[src/rtl/ps2_host_tx.sv]
// ps2_host_tx
// Host-to-device PS/2 transmitter. It sends one command byte to the attached
// PS/2 device over the shared open-drain clock/data lines. A frame is built as
// follows:
//   1. Hold the clock low (inhibit).
//   2. Request-to-send (data low while the clock is still held low).
//   3. Shift out 8 data bits LSB first, odd parity and the stop bit, each
//      updated after a device clock fall.
//   4. Check the device acknowledge bit.
//
// Ports
//   clk      in   system clock, rising edge
//   reset    in   asynchronous active-low reset
//   start    in   send request, sampled only while idle
//   tx_data  in   byte to send, latched when start is accepted
//   ps2c_in  in   PS/2 clock pin level (asynchronous)
//   ps2d_in  in   PS/2 data pin level (asynchronous)
//   ps2c_oe  out  1 = pull PS/2 clock low
//   ps2d_oe  out  1 = pull PS/2 data low
//   busy     out  transfer in progress
//   done     out  one-cycle pulse at the end of every transfer
//   ack_err  out  1 = no device ack or timeout; valid with done, held until next start
module ps2_host_tx #(
    parameter int INHIBIT_CYCLES = 5000,
    parameter int TIMEOUT_CYCLES = 1000000
) (
    input  logic       clk,
    input  logic       reset,
    input  logic       start,
    input  logic [7:0] tx_data,
    input  logic       ps2c_in,
    input  logic       ps2d_in,
    output logic       ps2c_oe,
    output logic       ps2d_oe,
    output logic       busy,
    output logic       done,
    output logic       ack_err
);

    // One counter serves both the inhibit interval and the inter-fall timeout,
    // so it is sized for the larger of the two.
    localparam int MAX_CNT = (INHIBIT_CYCLES > TIMEOUT_CYCLES) ? INHIBIT_CYCLES : TIMEOUT_CYCLES;
    localparam int CNT_W   = $clog2(MAX_CNT + 1);
    localparam logic [CNT_W-1:0] INH_LAST = CNT_W'(INHIBIT_CYCLES - 1);
    localparam logic [CNT_W-1:0] TMO_LAST = CNT_W'(TIMEOUT_CYCLES - 1);

    typedef enum logic [2:0] {
        S_IDLE,
        S_INHIBIT,
        S_RTS,
        S_SEND,
        S_ACK,
        S_WAIT_IDLE,
        S_DONE
    } state_e;

    state_e           state_q, state_d;
    logic             c_s1_q, c_s2_q, c_prev_q;
    logic             d_s1_q, d_s2_q;
    logic             fall;
    logic [8:0]       sh_q, sh_d;
    logic [3:0]       bit_q, bit_d;
    logic [CNT_W-1:0] cnt_q, cnt_d;
    logic             c_oe_q, c_oe_d;
    logic             d_oe_q, d_oe_d;
    logic             err_q, err_d;

    // Synchronizers reset to the released (pulled-up) bus level so that
    // leaving reset never looks like a clock fall.
    always_ff @(posedge clk or negedge reset) begin
        if (!reset) begin
            c_s1_q   <= 1'b1;
            c_s2_q   <= 1'b1;
            c_prev_q <= 1'b1;
            d_s1_q   <= 1'b1;
            d_s2_q   <= 1'b1;
        end else begin
            c_s1_q   <= ps2c_in;
            c_s2_q   <= c_s1_q;
            c_prev_q <= c_s2_q;
            d_s1_q   <= ps2d_in;
            d_s2_q   <= d_s1_q;
        end
    end

    assign fall = c_prev_q & ~c_s2_q;

    always_ff @(posedge clk or negedge reset) begin
        if (!reset) begin
            state_q <= S_IDLE;
            sh_q    <= '0;
            bit_q   <= '0;
            cnt_q   <= '0;
            c_oe_q  <= 1'b0;
            d_oe_q  <= 1'b0;
            err_q   <= 1'b0;
        end else begin
            state_q <= state_d;
            sh_q    <= sh_d;
            bit_q   <= bit_d;
            cnt_q   <= cnt_d;
            c_oe_q  <= c_oe_d;
            d_oe_q  <= d_oe_d;
            err_q   <= err_d;
        end
    end

    always_comb begin
        state_d = state_q;
        sh_d    = sh_q;
        bit_d   = bit_q;
        cnt_d   = cnt_q;
        d_oe_d  = d_oe_q;
        err_d   = err_q;
        case (state_q)
            S_IDLE: begin
                if (start) begin
                    // Shift register holds {odd parity, data}; LSB goes first.
                    sh_d    = {~^tx_data, tx_data};
                    bit_d   = '0;
                    cnt_d   = '0;
                    err_d   = 1'b0;
                    d_oe_d  = 1'b0;
                    state_d = S_INHIBIT;
                end
            end
            S_INHIBIT: begin
                if (cnt_q == INH_LAST) begin
                    cnt_d   = '0;
                    d_oe_d  = 1'b1;   // start bit, driven while the clock is still held
                    state_d = S_RTS;
                end else begin
                    cnt_d = cnt_q + CNT_W'(1);
                end
            end
            S_RTS: begin
                cnt_d   = '0;
                state_d = S_SEND;
            end
            S_SEND: begin
                if (fall) begin
                    cnt_d = '0;
                    bit_d = bit_q + 4'd1;
                    if (bit_q == 4'd9) begin
                        // Tenth fall: release data for the stop bit.
                        d_oe_d  = 1'b0;
                        state_d = S_ACK;
                    end else begin
                        d_oe_d = ~sh_q[0];
                        sh_d   = {1'b0, sh_q[8:1]};
                    end
                end else if (cnt_q == TMO_LAST) begin
                    d_oe_d  = 1'b0;
                    err_d   = 1'b1;
                    state_d = S_DONE;
                end else begin
                    cnt_d = cnt_q + CNT_W'(1);
                end
            end
            S_ACK: begin
                if (fall) begin
                    cnt_d   = '0;
                    bit_d   = bit_q + 4'd1;
                    err_d   = d_s2_q;   // device must pull data low to acknowledge
                    state_d = S_WAIT_IDLE;
                end else if (cnt_q == TMO_LAST) begin
                    err_d   = 1'b1;
                    state_d = S_DONE;
                end else begin
                    cnt_d = cnt_q + CNT_W'(1);
                end
            end
            S_WAIT_IDLE: begin
                if (c_s2_q && d_s2_q) begin
                    state_d = S_DONE;
                end else if (fall) begin
                    cnt_d = '0;
                end else if (cnt_q == TMO_LAST) begin
                    err_d   = 1'b1;
                    state_d = S_DONE;
                end else begin
                    cnt_d = cnt_q + CNT_W'(1);
                end
            end
            S_DONE: begin
                state_d = S_IDLE;
            end
            default: begin
                state_d = S_IDLE;
            end
        endcase
        // Clock drive is registered from the next state so the pin never glitches.
        c_oe_d = (state_d == S_INHIBIT) || (state_d == S_RTS);
    end

    assign ps2c_oe = c_oe_q;
    assign ps2d_oe = d_oe_q;
    assign busy    = (state_q != S_IDLE) && (state_q != S_DONE);
    assign done    = (state_q == S_DONE);
    assign ack_err = err_q;

endmodule

[config.mk]
export PLATFORM = sky130hd
export DESIGN_NAME = ps2_host_tx
export DESIGN_NICKNAME = d
export VERILOG_FILES = /design/src/rtl/ps2_host_tx.sv
export SDC_FILE = /design/constraint.sdc
export NUM_CORES = 1
export LEC_CHECK = 0
export CORE_MARGIN = 4
export CORE_UTILIZATION = 50
export CTS_BUF_LIST = sky130_fd_sc_hd__clkbuf_4 sky130_fd_sc_hd__clkbuf_8
export DETAILED_ROUTE_END_ITERATION = 8
export PLACE_DENSITY = 0.79
export SYNTH_ARGS = -nofsm -noshare
export SYNTH_HDL_FRONTEND = slang
export SYNTH_SLANG_ARGS = --single-unit
[constraint.sdc]
create_clock -name clk -period 3.4 [get_ports clk]
set_input_delay 0.68 -clock clk [delete_from_list [all_inputs] [get_ports clk]]
set_output_delay 0.68 -clock clk [all_outputs]
set_load 0.01 [all_outputs]
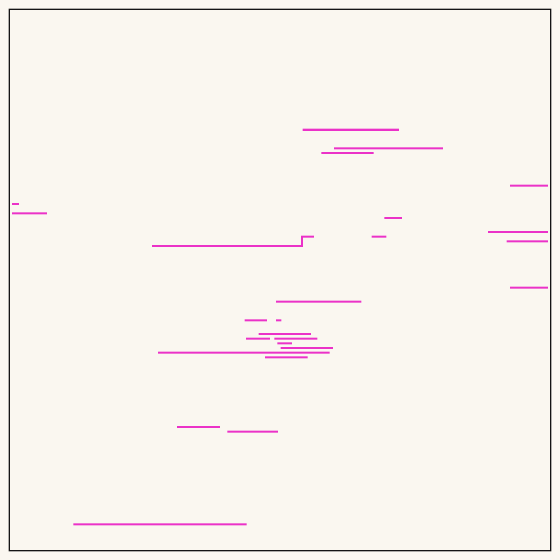
(run_1/met3.png)
- wire length on this layer: 206 um
- main direction: horizontal
- longest straight run: 25.1 um
- share of all routed wire: 3.9%
met3 track demand over resource: 3.741%
vias post-DR: 2,093

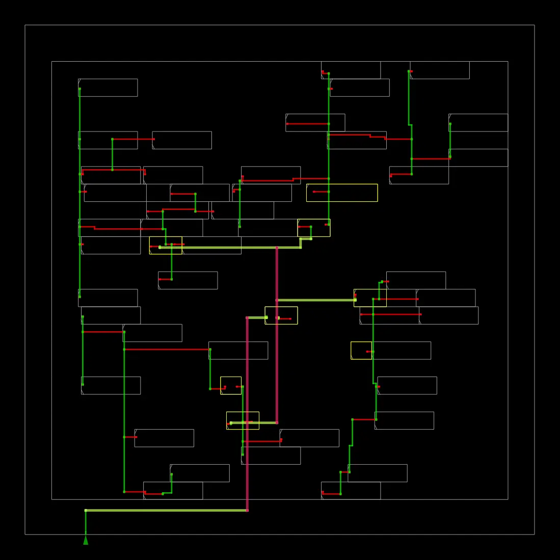
(run_1/final_clocks.png)
TritonCTS Buffers: 5
count of clock-net buffers in the final layout: 5

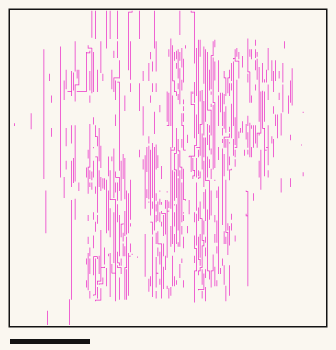
(run_1/met2.png)
The bar under the picture is 20 um long.
- main direction: vertical
- nets with wire on the layer: 239
met2 layer usage reported by global route: 30.05%
drt total wl: 5240 um

==> summary.txt, run 1 <==
Status of the implementation.

- The maximum clock frequency is 361.6 MHz, for reference.
- The total routing resource utilization after global routing is 18.44%, for reference.
- OpenSTA lists the critical path startpoint as cnt_q[0]$_DFFE_PN0P_.
- In this run the worst path has a maximum fanout of 20.
- The count of library flops with an enable pin is 0, for reference.
- The top cell class by occupied area is combinational gates, for reference.
- The clock latency of the later-clocked register in the worst-skew pair is 300 ps, for reference.
- No sink is reached through more buffers than the 2 on the longest clock path.
- The die outline height is 79.10 um, for reference.
- The met1 usage in global routing is 25.38%, for reference.
- The critical path data required time is 3570 ps, for reference.
- Hold analysis shows the worst path with a depth of 0.
- In the Yosys report the total cell count is 273.
- The global-route wire length before repair is 9280 um, for reference.
- The final critical path takes up 81.35% of the cycle.
- The top layer used by detailed routing is met4, for reference.
- The final critical delay including setup and external delays is 2766 ps, for reference.
- The static leakage is 1.179 nW, for reference.
- The fraction of synthesized area in multiplexers is 2.772%, for reference.
- The number of tap instances is 67, for reference.
- Post-synthesis, Yosys gives the total cell area as 2527 um2.
- The share of total power dissipated in combinational logic is 5.0%.
- Leaving out fill and tap cells, the most frequent cells in the layout are sky130_fd_sc_hd__dfrtp_1, sky130_fd_sc_hd__nor2_1, sky130_fd_sc_hd__nand2_1.
- Traced cell by cell, the critical path runs through ha_1 -> nand2_1 -> nor4_1 -> a31oi_1 -> o211ai_2 -> nand2b_1 -> o21ai_0.
- The area of the multi-input gates is 1325 um2, for reference.
- The most frequently used library cell after synthesis is sky130_fd_sc_hd__dfrtp_1.
- The buffer type at the clock tree root is sky130_fd_sc_hd__clkbuf_8, for reference.
- The run finished with clean final reports.
- The distinct cell type count of the synthesized netlist is 48, for reference.
- The flip-flop count of the largest register after layout is 20, for reference.
- Hold-check failures listed in the final report amount to 0.
- The synthesized design contains 44 register bits.
- The number of antenna violations at the first check in global routing came to 0.
- Once routing completed, OpenROAD measured the worst setup slack at 634.2 ps.
- The internal power contribution is 0.7753 mW, for reference.
- The worst hold endpoint is d_s2_q$_DFF_PN1_, for reference.
- The buffer count from post-CTS setup fixing is 0, for reference.
- The startpoint-to-endpoint class of the critical path is reg2reg, for reference.
- The sequential fraction of the synthesis area is 43.81%, for reference.
- During placement, the flow inserted port buffers numbering 17.
==> inputs of run 2 (changes only) <==
clock period = 2.77 ns   (was 3.4 ns; I/O delays follow)
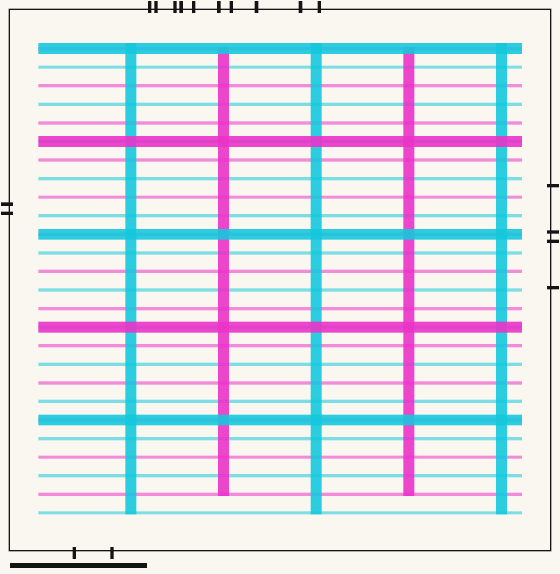
(run_2/pdn.png)
The bar under the picture is 20 um long. Pins as bars on the die edge.
- cyan: VSS
- magenta: VDD
- met5 straps: 5
- signal pins: 18
- rows: 25
worst supply voltage drop on vdd: 0.0002297 V
die width: 79.10 um

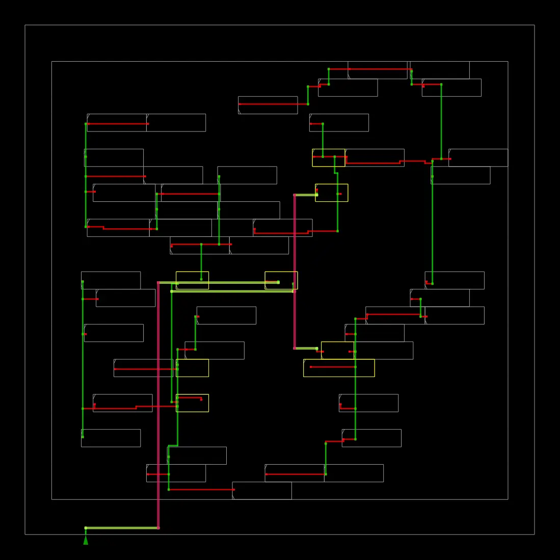
(run_2/final_clocks.png)
Num Clock Sinks: 44
clock latency at the later pin of the worst-skew pair: 300 ps
clk pwr: 0.527 mW

==> run 2 against run 1 <==
  * Register-to-register slack worse by 290 ps
  * Synthesized area unchanged
  * Final cell count rose by 0.85%
  * Sequential power is 23% higher
  * Clock skew grew 2.7 ps
  * Via count grew 1.0%
  * Synthesized cell count unchanged
  * Cell area is 1.1% higher
  * Largest power group unchanged
  * First-iteration DRC count up 130%
  * Maximum frequency up 14%
  * Global-route usage is 0.51 points higher
  * Non-clock buffer count rose by 3
  * Highest routed layer unchanged
==> summary.txt, run 2 <==
Status of the implementation.

- The part of the total power dissipated in combinational logic was 5.0% (about the same).
- The buffer count from post-CTS setup fixing was 0 (unchanged).
- TritonCTS built the clock tree.
- The routed wire length is 5407 um (+3.2%), for reference.
- The maximum clock frequency was 411.7 MHz (+14%).
- The flip-flop count of the largest register after layout is 20 (unchanged), for reference.
- The static leakage was 1.202 nW (+1.9%).
- Among all cell types in the netlist, the one instantiated most often is sky130_fd_sc_hd__dfrtp_1.
- The total of clock buffers placed in the layout is 7 (+2), for reference.
- Among all flip-flop cells after synthesis, the most frequent one is sky130_fd_sc_hd__dfrtp_1.
- The area of the multi-input gates is 1325 um2 (unchanged), for reference.
- The wire-length estimate of the detail-placed layout is 3803 um.
- The most critical setup path has its endpoint at cnt_q[18]$_DFFE_PN0P_.
- The biggest slice of the area belongs to combinational gates.
- The number of tap instances came to 67 (unchanged).
- The summed standard-cell area reported by yosys was 2527 um2 (unchanged).
- Routed signal wires occupy layers up through met4.
- The count of cells resized by post-cts repair is 0, for reference.
- The number of antenna violations at the first check in global routing is 0 (unchanged), for reference.
- The final hold violation count came to 0 (unchanged).
- The worst hold path depth was 0 (unchanged).
- The buffer type at the clock tree root is sky130_fd_sc_hd__clkbuf_8, for reference.
- The distinct cell type count of the synthesized netlist is 48 (unchanged), for reference.
- The top cell types in the final layout, fill and taps aside, are sky130_fd_sc_hd__dfrtp_1, sky130_fd_sc_hd__nor2_1, sky130_fd_sc_hd__nand2_1.
- The total routing resource utilization after global routing came to 18.94% (+0.51 points).
- The sequential fraction of the synthesis area is 43.81% (unchanged).
- The routed via count is 2,114 (+1.0%), for reference.
- The beginning of the critical path is cnt_q[0]$_DFFE_PN0P_, for reference.
- The run finished with clean final reports.
- The share of the clock period used by the worst path was 87.69% (+6.3 points).
- The number of standard cells reported by yosys is 273 (unchanged), for reference.
- For hold timing, the worst endpoint is c_s2_q$_DFF_PN1_.
- The number of flip-flops and latches in the synthesized netlist is 44 (unchanged).
- The delay contributed by the slowest stage of the critical path is 590 ps, for reference.
- The final critical delay including setup and external delays came to 2429 ps (-336.7 ps).
- The met1 usage in global routing is 26.06% (+0.68 points), for reference.
- The critical path data required time is 2950 ps (-620 ps).
- The critical path goes through ha_1 -> nand2_1 -> nor4_1 -> a31oi_1 -> o211ai_2 -> buf_4 -> nor4_1 -> a21o_1.
- The maximum count of clock buffers along a single path is 2 (unchanged).
- The count of input and output buffers came to 17 (unchanged).
- The average cell area after synthesis is 9.258 um2, for reference.
- The global-route wire length before repair was 9570 um (+3.1%).
- The fraction of synthesized area in multiplexers is 2.772% (unchanged), for reference.
Power figures rest on the tool's default switching activity, not on a simulated workload.
